### I/O nets highlighted

Bar = 10 µm.
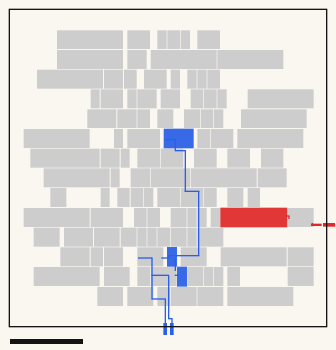
### Sequential cells colored by netlist name

Bar = 10 µm. Other sequential cells in the stronger gray, the rest of the logic in the fainter gray.
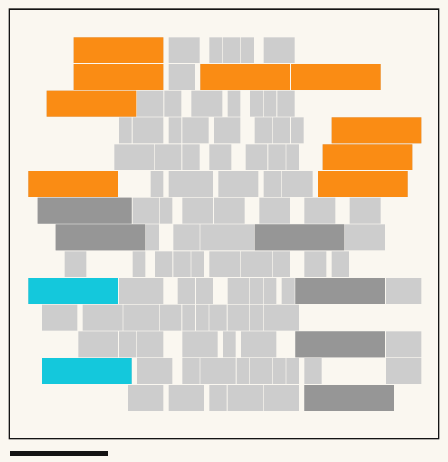
### Floorplan with the power grid

Bar = 10 µm. Pins as bars on the die edge. Tap cells in gray.
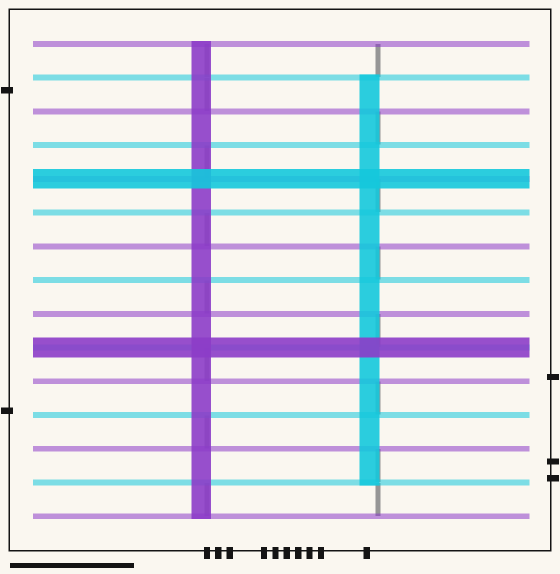
### config.mk
export PLATFORM = sky130hd
export DESIGN_NAME = pic_sel_scheduler
export DESIGN_NICKNAME = d
export VERILOG_FILES = /design/src/rtl/pic_sel_scheduler.sv
export SDC_FILE = /design/constraint.sdc
export NUM_CORES = 1
export LEC_CHECK = 0
export ABC_CLOCK_PERIOD_IN_PS = 4770
export CAP_MARGIN = 10
export CORE_MARGIN = 1.5
export CORE_UTILIZATION = 55
export DETAILED_ROUTE_END_ITERATION = 6
export GPL_ROUTABILITY_DRIVEN = 1
export PLACE_DENSITY = 0.9
export SLEW_MARGIN = 5
export SYNTH_ARGS = -nofsm -noshare
export SYNTH_HDL_FRONTEND = slang
export SYNTH_SLANG_ARGS = --single-unit
### constraint.sdc
create_clock -name clk_div -period 4.77 [get_ports clk_div]
set_clock_uncertainty 0.15 [all_clocks]
set_input_delay 1.431 -clock clk_div [delete_from_list [all_inputs] [get_ports clk_div]]
set_output_delay 1.431 -clock clk_div [all_outputs]
set_load 0.01 [all_outputs]
### src/rtl/pic_sel_scheduler.sv
// Picture-select scheduler: picks the picture shown by the VGA block.
// Alarm flashing has the highest priority, then user requests, then the hold timeout.
// sel and state change only at frame boundaries, during vertical back porch.
module pic_sel_scheduler #(
  parameter int unsigned FLASH_FRAMES = 30,
  parameter int unsigned HOLD_FRAMES  = 300,
  parameter logic [1:0]  DEFAULT_PIC  = 2'd0
) (
  input  logic       clk_div,
  input  logic       rst,
  input  logic       vs_in,
  input  logic       alarm_req,
  input  logic       user_req,
  input  logic [1:0] user_sel,
  output logic [1:0] sel,
  output logic       frame_tick,
  output logic       user_ack,
  output logic       user_err,
  output logic       alarm_active,
  output logic [1:0] state
);

  localparam int unsigned CNT_W = 9;
  localparam logic [CNT_W-1:0] FLASH_LAST = CNT_W'(FLASH_FRAMES - 1);
  localparam logic [CNT_W-1:0] HOLD_LAST  = CNT_W'(HOLD_FRAMES - 1);
  // Index 3 does not exist in the picture store, so an idle picture of 3 falls back to 0.
  localparam logic [1:0] IDLE_SEL = (DEFAULT_PIC == 2'd3) ? 2'd0 : DEFAULT_PIC;
  localparam logic [1:0] SEL_INVALID = 2'd3;

  typedef enum logic [1:0] {
    ST_IDLE    = 2'b00,
    ST_USER    = 2'b01,
    ST_ALARM_A = 2'b10,
    ST_ALARM_B = 2'b11
  } state_t;

  state_t           state_q, state_d;
  logic [1:0]       sel_d;
  logic [CNT_W-1:0] cnt_q, cnt_d;
  logic             ack_d, err_d;
  logic             vs_q;

  // vs_in rising-edge detector producing the one-cycle frame_tick.
  // vs_q resets high, so a tick needs vs_in to be seen low and then high after reset.
  always_ff @(posedge clk_div or negedge rst) begin
    if (!rst) begin
      vs_q       <= 1'b1;
      frame_tick <= 1'b0;
    end else begin
      vs_q       <= vs_in;
      frame_tick <= vs_in & ~vs_q;
    end
  end

  // State, picture select, frame counter and the handshake pulses.
  always_ff @(posedge clk_div or negedge rst) begin
    if (!rst) begin
      state_q      <= ST_IDLE;
      sel          <= IDLE_SEL;
      cnt_q        <= '0;
      user_ack     <= 1'b0;
      user_err     <= 1'b0;
      alarm_active <= 1'b0;
    end else begin
      state_q      <= state_d;
      sel          <= sel_d;
      cnt_q        <= cnt_d;
      user_ack     <= ack_d;
      user_err     <= err_d;
      alarm_active <= state_d[1];
    end
  end

  // Next-state logic; everything holds unless this cycle carries a frame_tick.
  always_comb begin
    state_d = state_q;
    sel_d   = sel;
    cnt_d   = cnt_q;
    ack_d   = 1'b0;
    err_d   = 1'b0;
    if (frame_tick) begin
      case (state_q)
        ST_IDLE, ST_USER: begin
          if (alarm_req) begin
            state_d = ST_ALARM_A;
            sel_d   = 2'd1;
            cnt_d   = '0;
          end else if (user_req) begin
            if (user_sel != SEL_INVALID) begin
              state_d = ST_USER;
              sel_d   = user_sel;
              cnt_d   = '0;
              ack_d   = 1'b1;
            end else begin
              err_d   = 1'b1;
            end
          end else if (state_q == ST_USER) begin
            if (cnt_q == HOLD_LAST) begin
              state_d = ST_IDLE;
              sel_d   = IDLE_SEL;
              cnt_d   = '0;
            end else begin
              cnt_d   = cnt_q + CNT_W'(1);
            end
          end else begin
            sel_d   = IDLE_SEL;
            cnt_d   = '0;
          end
        end
        ST_ALARM_A, ST_ALARM_B: begin
          // Pending user requests stay unserved while the alarm rings.
          if (!alarm_req) begin
            state_d = ST_IDLE;
            sel_d   = IDLE_SEL;
            cnt_d   = '0;
          end else if (cnt_q == FLASH_LAST) begin
            state_d = (state_q == ST_ALARM_A) ? ST_ALARM_B : ST_ALARM_A;
            sel_d   = (state_q == ST_ALARM_A) ? 2'd2 : 2'd1;
            cnt_d   = '0;
          end else begin
            cnt_d   = cnt_q + CNT_W'(1);
          end
        end
        default: begin
          state_d = ST_IDLE;
          sel_d   = IDLE_SEL;
          cnt_d   = '0;
        end
      endcase
    end
  end

  assign state = state_q;

endmodule
==> impl_metrics.tcl <==
# yosys + openroad results
set metrics [dict create \
    rrSetupSlack_ns 2.61 \
    die_x_um 43.5 \
    cap_violations 0 \
    nWellTaps 16 \
    ys_ff 17 \
    fin_crit_sh 0.670 \
    drc 0 \
    met3_usage 0.0375 \
    grt_max_degree 18 \
    layout_top_cell "dfrtp_1" \
    cts_setup_buffers 0 \
    nNonClkBuffers 14 \
    htree_levels 1 \
    numCtsBuffers 3 \
    status "completed" \
    wl_met1_um 852 \
    worstRegToRegCells 6 \
    drv_slew 0 \
    overflow 0 \
    rr_startpoint "cnt_q[0]" \
    cts_resized 0 \
    place_hpwl_um 1410 \
    cp-start-kind "input port" \
    cp_slowest_cell "clkdlybuf4s50_1" \
    largest_register "cnt_q" \
    p_seq_frac 0.529 \
    critical_path_class "in2reg" \
    mux_share 0.0499 \
    netlist_logic_family_top "simple AND/OR/NAND/NOR gates" \
    p_comb_frac 0.237 \
    multi_input_comb_cells 68 \
    met2RoutedLength_um 891 \
    flops 17 \
    synth_cell_types 29 \
    fin_ws_ns 1.57 \
    p_total_uw 329 \
    hold_path.class "reg2reg" \
    placed_cell_area_mm2 0.00106 \
    grt_setup_unrepaired "no" \
    synthXorXnorAreaFrac 0 \
]
## Picture notes: 'I/O nets highlighted'
[blue] user_sel | bits: 2 | direction: input | end cells: 3 | buffers: 2 | wire: 50.2 µm
[red] user_ack | bits: 1 | direction: output | end cells: 1 | buffers: 1 | wire: 2.10 µm
port buffer count: 14
I/O pins: 15

## Picture notes: 'Sequential cells colored by netlist name'
[cyan] sel | placed flops: 2
[orange] cnt_q | placed flops: 9
not colored: 6
Flop area: 427 µm²
Layout Utilization: 0.711
Power Sequential: 174 µW
Seq/total area: 0.394

## Picture notes: 'Floorplan with the power grid'
[purple] VSS
[cyan] VDD
met5 straps: 2
met1 rails: 15

No activity file was given, so power comes from the tool's default toggle rates.
